**Signal wires by layer**

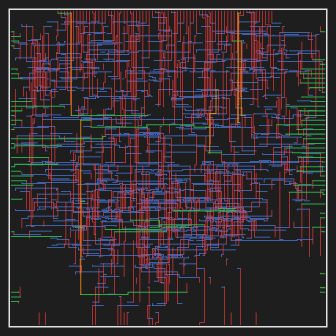
**Signal wires on met3**

Scale bar: 20 um. Cells faint in the background.
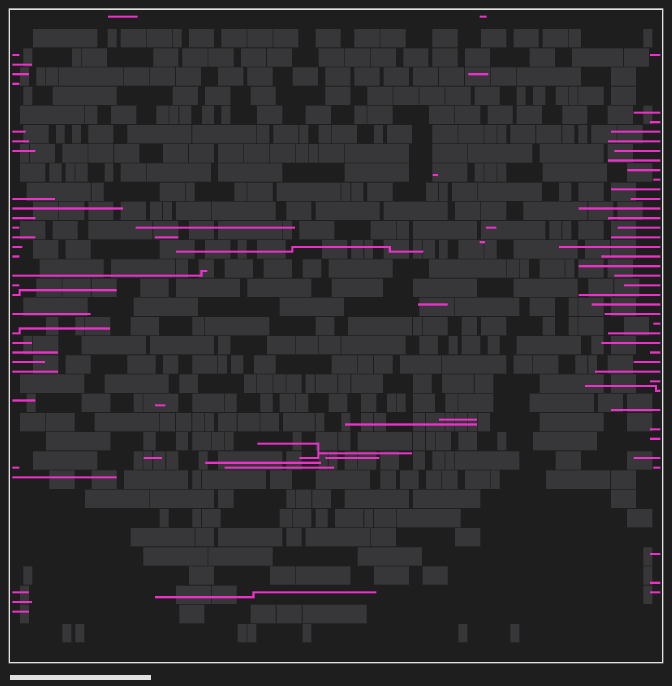
==> config.mk <==
export PLATFORM = sky130hd
export DESIGN_NAME = state_dump_reader
export DESIGN_NICKNAME = d
export VERILOG_FILES = /design/src/rtl/state_dump_reader_pkg.sv /design/src/rtl/state_dump_reader.sv
export SDC_FILE = /design/constraint.sdc
export NUM_CORES = 1
export LEC_CHECK = 0
export CORE_UTILIZATION = 42
export CTS_CLUSTER_SIZE = 14
export DETAILED_ROUTE_END_ITERATION = 12
export PLACE_DENSITY = 0.8
export SLEW_MARGIN = 20
export SYNTH_ARGS = -nofsm -noshare
export SYNTH_HDL_FRONTEND = slang
export SYNTH_SLANG_ARGS = --single-unit
==> constraint.sdc <==
create_clock -name clk -period 2.3 [get_ports clk]
set_input_delay 0.46 -clock clk [delete_from_list [all_inputs] [get_ports clk]]
set_output_delay 0.46 -clock clk [all_outputs]
set_load 0.01 [all_outputs]
==> src/rtl/state_dump_reader_pkg.sv <==
// Shared encodings for the post-run state dump: FSM states, beat kinds and the
// word-to-byte address shift. The core's read-port mux uses the same constants.
package state_dump_reader_pkg;

    typedef enum logic [2:0] {
        ST_IDLE    = 3'd0,
        ST_REG_RD  = 3'd1,
        ST_REG_OUT = 3'd2,
        ST_MEM_RD  = 3'd3,
        ST_MEM_OUT = 3'd4,
        ST_FIN     = 3'd5
    } dump_state_e;

    localparam logic DUMP_KIND_REG = 1'b0;
    localparam logic DUMP_KIND_MEM = 1'b1;
    localparam int   WORD_SHIFT    = 2;

endpackage

==> src/rtl/state_dump_reader.sv <==
// Walks the register file then data memory of a halted core and streams each
// entry out as a (kind, index, data) beat on a valid/ready port.
module state_dump_reader
    import state_dump_reader_pkg::*;
#(
    parameter int NUM_REGS  = 32,
    parameter int MEM_WORDS = 64,
    parameter int IDX_W     = 8
) (
    input  logic             clk,
    input  logic             resetN,
    input  logic             start,
    input  logic             abort,
    output logic             busy,
    output logic             dumpOwn,
    output logic [4:0]       dumpRegAddr,
    input  logic [31:0]      regRdData,
    output logic [31:0]      dumpMemAddr,
    output logic             dumpMemRead,
    output logic             dumpFullWord,
    input  logic [31:0]      memRdData,
    output logic             dumpValid,
    input  logic             dumpReady,
    output logic             dumpKind,
    output logic [IDX_W-1:0] dumpIndex,
    output logic [31:0]      dumpData,
    output logic             done
);

    localparam logic [IDX_W-1:0] LAST_REG = IDX_W'(NUM_REGS - 1);
    localparam logic [IDX_W-1:0] LAST_MEM = IDX_W'(MEM_WORDS - 1);

    dump_state_e      r_state;
    logic [IDX_W-1:0] r_idx;
    dump_state_e      w_nstate;
    logic [IDX_W-1:0] w_nidx;

    // *_OUT states always present a valid beat, so dumpReady alone is the accept.
    always_comb begin
        w_nstate = r_state;
        w_nidx   = r_idx;
        if (abort) begin
            w_nstate = ST_IDLE;
            w_nidx   = '0;
        end else begin
            case (r_state)
                ST_IDLE: begin
                    if (start) begin
                        w_nstate = ST_REG_RD;
                        w_nidx   = '0;
                    end
                end
                ST_REG_RD:  w_nstate = ST_REG_OUT;
                ST_REG_OUT: begin
                    if (dumpReady) begin
                        if (r_idx == LAST_REG) begin
                            w_nidx   = '0;
                            w_nstate = ST_MEM_RD;
                        end else begin
                            w_nidx   = r_idx + 1'b1;
                            w_nstate = ST_REG_RD;
                        end
                    end
                end
                ST_MEM_RD:  w_nstate = ST_MEM_OUT;
                ST_MEM_OUT: begin
                    if (dumpReady) begin
                        if (r_idx == LAST_MEM) begin
                            w_nstate = ST_FIN;
                        end else begin
                            w_nidx   = r_idx + 1'b1;
                            w_nstate = ST_MEM_RD;
                        end
                    end
                end
                ST_FIN: begin
                    w_nstate = ST_IDLE;
                    w_nidx   = '0;
                end
                default: begin
                    w_nstate = ST_IDLE;
                    w_nidx   = '0;
                end
            endcase
        end
    end

    // Flags and read addresses are decoded from the next state so they are
    // registered yet line up with the state they describe.
    always_ff @(posedge clk or negedge resetN) begin
        if (!resetN) begin
            r_state      <= ST_IDLE;
            r_idx        <= '0;
            busy         <= 1'b0;
            dumpOwn      <= 1'b0;
            dumpRegAddr  <= '0;
            dumpMemAddr  <= '0;
            dumpMemRead  <= 1'b0;
            dumpFullWord <= 1'b0;
            dumpValid    <= 1'b0;
            dumpKind     <= 1'b0;
            dumpIndex    <= '0;
            dumpData     <= '0;
            done         <= 1'b0;
        end else begin
            r_state      <= w_nstate;
            r_idx        <= w_nidx;
            busy         <= (w_nstate != ST_IDLE);
            dumpOwn      <= (w_nstate inside {ST_REG_RD, ST_REG_OUT, ST_MEM_RD, ST_MEM_OUT});
            dumpFullWord <= (w_nstate inside {ST_REG_RD, ST_REG_OUT, ST_MEM_RD, ST_MEM_OUT});
            dumpRegAddr  <= (w_nstate == ST_REG_RD) ? w_nidx[4:0] : 5'd0;
            dumpMemAddr  <= (w_nstate == ST_MEM_RD) ? (32'(w_nidx) << WORD_SHIFT) : 32'd0;
            dumpMemRead  <= (w_nstate == ST_MEM_RD);
            dumpValid    <= (w_nstate inside {ST_REG_OUT, ST_MEM_OUT});
            done         <= (w_nstate == ST_FIN);
            if (!abort && r_state == ST_REG_RD) begin
                dumpData  <= regRdData;
                dumpIndex <= r_idx;
                dumpKind  <= DUMP_KIND_REG;
            end else if (!abort && r_state == ST_MEM_RD) begin
                dumpData  <= memRdData;
                dumpIndex <= r_idx;
                dumpKind  <= DUMP_KIND_MEM;
            end
        end
    end

endmodule

==> reports/qor.csv <==
stage;metric;value;unit
setup_path;r2r_setup_slack;0.20;ns
cells_and_area;fin_cells;562;
cells_and_area;area_delta_synth_final;44.3;%
cts;post_cts_buffers;0;
floorplanning;num_rows;32;
placement;dp_hpwl;6370;um
cells_and_area;drive_above_1_share;10.7;%
cts;clkTransAtPathRegs;0.08;ns
grt;grt_max_degree;71;
cells_and_area;fillers;656;
cts;clock_latency;0.35;ns
sta;finalSetupTns;0;ns
cells_and_area;num-nonclk-inverters;5;
logic_synthesis;syn_avg_cell_area;10.5;um^2
drt;drc;0;
setup_path;endpoint;r_idx[5]$_DFF_PN0_;
logic_synthesis;synth_stat.cells;327;
logic_synthesis;xor_area_share;0;%
setup_path;start_kind;register;
cts;cts_tree;built;
sta;layout_setup_ws;0.198;ns
logic_synthesis;ys.flops;70;
worst_hold_path;hold_class;input pin to asynchronous set/reset pin;
cells_and_area;signal_buffers;136;
drt;dr.first_iter.drc_count;134;
logic_synthesis;netlist_instances;327;
cells_and_area;sh_comb_area;30.1;%
cts;clk_path_buf_depth;2;
run;cap_violations;0;
sta;period_needed;2.10;ns
power_and_ir_drop;vdd_drop_max;0.417;mV
logic_synthesis;topCombFamilyByArea;AND-OR/OR-AND gates;
drt;via_per_inst;5.01;
cells_and_area;design_area;0.00495;mm^2
cells_and_area;fin_util;63.4;%
logic_synthesis;fa_ha_area_share;0.365;%
cells_and_area;comb_area;0.00149;mm^2
grt;grt_usage;20.7;%
cells_and_area;clock_buffer_count;10;
placement;place_inst;546;
cts;cts_hold_buf;0;
cts;ctsResizeCount;0;
setup_path;r2r-start;r_idx[0]$_DFF_PN0_;
floorplanning;core_area;0.00781;mm^2
sta;max-slew-margin-rel;62.7;%
sta;hold_slack;0.122;ns
drt;wire_per_inst;15.4;um
cells_and_area;diodes;0;
cells_and_area;regArea;0.00175;mm^2
grt;grt_pass1_wl;13500;um
cells_and_area;logic_gates;233;
cells_and_area;lay_top_count;clkdlybuf4s50_1;
cells_and_area;final_nets;525;
placement;port_buffers;128;
setup_path;critical_path.startpoint;r_idx[0]$_DFF_PN0_;
run;warnings;26;
setup_path;cp_max_fo;6;
cts;numCtsBuffers;9;
sta;rsz0062_at_grt;false;
logic_synthesis;synth_cell_types;46;
grt;antenna_found_initial;0;
drt;vias;2814;
drt;first_pass_iters;4;
setup_path;critPathKind;register to register;
cells_and_area;final_cell_mix;127 x clkdlybuf4s50_1, 69 x dfrtp_1, 47 x nor2_1;
sta;final_hold_viol_count;0;
logic_synthesis;topCellsByArea;dfrtp_1 51%, mux2i_1 9.6%, a21oi_1 6.4%;
cts;cts_root_buf;clkbuf_8;
setup_path;crit_slowest_cell;dfrtp_1;
sta;maxClockFrequency;0.476;GHz
floorplanning;fp_util;44.0;%
setup_path;crit_family;AND-OR/OR-AND gates;
sta;slew_viol_final;0;
setup_path;cp_num_cells;6;
setup_path;worstPathRequired;2.51;ns
setup_path;worstSetupEndpointType;register;
floorplanning;die_h;92.4;um
setup_path;cp_cell_sequence;ha_1, nand4b_1, o211ai_4, nand2_1, a221o_1, nor2b_1;
logic_synthesis;syn_area;0.00343;mm^2
sta;tightest_slew;0.557;ns
placement;place_area;0.00474;mm^2
logic_synthesis;yosysTopAreaCell;dfrtp_1;
power_and_ir_drop;leakagePower;2.08;nW
logic_synthesis;yosysChipArea;0.00343;mm^2
setup_path;r2r-end;r_idx[5]$_DFF_PN0_;
drt;final_antenna_net_count;0;
logic_synthesis;ys_sh_aoi;14.0;%
sta;fin_skew;0.0123;ns
setup_path;critical_path.max_stage_delay;0.44;ns
logic_synthesis;ys_sh_mux;12.6;%
cts;numClockSinks;70;
drt;routed_wirelength;8640;um
logic_synthesis;netlist.area_leader.share;51.0;%
sta;setup_viol;0;
outcome;status;complete, no violations;
setup_path;path_buffers;0;
grt;grt_pass1_vias;2763;
setup_path;reg2reg_depth;6;
grt;grt.overflow.total;0;
floorplanning;taps;102;
logic_synthesis;seq_area_frac_synth;51.0;%
cells_and_area;seq_cell_count;70;
placement;dp_slack;0.0412;ns
power_and_ir_drop;power_density;685;mW/mm^2
power_and_ir_drop;power.total;3.39;mW
floorplanning;dieArea;0.00854;mm^2
cells_and_area;clock_cell_area_share;4.02;%
cells_and_area;sh_seq_area;35.4;%
cts;cts_max_level;3;
placement;gp_congestion;0.903;
sta;finalClockPeriodUsage;91.4;%
logic_synthesis;synth-simple-area-share;13.5;%
floorplanning;ios;153;
cells_and_area;dominant_cells;flip-flops and latches;
logic_synthesis;yosysWarningCount;0;
setup_path;arrival;2.31;ns
cells_and_area;nonClkBufAreaFrac;27.5;%
floorplanning;die_w;92.4;um
Back to the opening pictures, 'signal wires by layer':
- blue: M1 (wire length 3560 um)
- red: M2 (wire length 4370 um)
- orange: M4 (wire length 155 um)
- green: M3 (wire length 563 um)

Back to the opening pictures, 'signal wires on met3':
- share of all routed wire: 6.5%
- longest straight run: 26.7 um
- main direction: horizontal
- nets with wire on the layer: 78

[synthesized netlist by cell type (all sizes together)]
| library cell | n |
|---|---|
| dfrtp | 70 |
| nor2 | 47 |
| a21oi | 44 |
| buf | 38 |
| mux2i | 33 |
| mux2 | 9 |
| nand2 | 9 |
| o21ai | 8 |
| inv | 5 |
| nor2b | 5 |
| nor3 | 5 |
| and3 | 4 |
| clkbuf | 4 |
| o211ai | 4 |
| or2 | 4 |
| a211oi | 3 |
| a311oi | 3 |
| nand3 | 3 |
| nor3b | 3 |
| o22ai | 3 |
| a21o | 2 |
| a22o | 2 |
| a22oi | 2 |
| and2b | 2 |
| nand3b | 2 |
| o22a | 2 |
| a21boi | 1 |
| a221o | 1 |
| a31oi | 1 |
| conb | 1 |
| ha | 1 |
| nand2b | 1 |
| nand4 | 1 |
| nand4b | 1 |
| nor4 | 1 |
| o21a | 1 |
| or3b | 1 |
[sequential cells by signal, indices dropped and copies added, names as in the netlist]
| register | count |
|---|---|
| dumpMemRead | 1 |
| r_idx | 8 |
| dumpFullWord | 1 |
| dumpKind | 1 |
| dumpMemAddr | 8 |
| dumpIndex | 8 |
| done | 1 |
| dumpRegAddr | 5 |
| busy | 1 |
| dumpValid | 1 |
| r_state | 3 |
| dumpData | 32 |
[worst register-to-register path: stages (launching register included)]
cell and delay, ns:
dfrtp_1 0.44, ha_1 0.25, nand4b_1 0.29, o211ai_4 0.38
nand2_1 0.12, a221o_1 0.35, nor2b_1 0.14
[where the power goes]
group | switching (mW) | total (mW) | internal, mW
combinational | 0.406 | 0.918 | 0.512
clock | 0.463 | 0.989 | 0.526
sequential | 0.0925 | 1.48 | 1.39
[metal layers]
metal	global-route usage (%)	wire length, um
met3	5.34	562
met5	0	0
met1	25.6	3560
met4	8.20	154
met2	34.4	4370
No activity file was given, so power comes from the tool's default toggle rates.
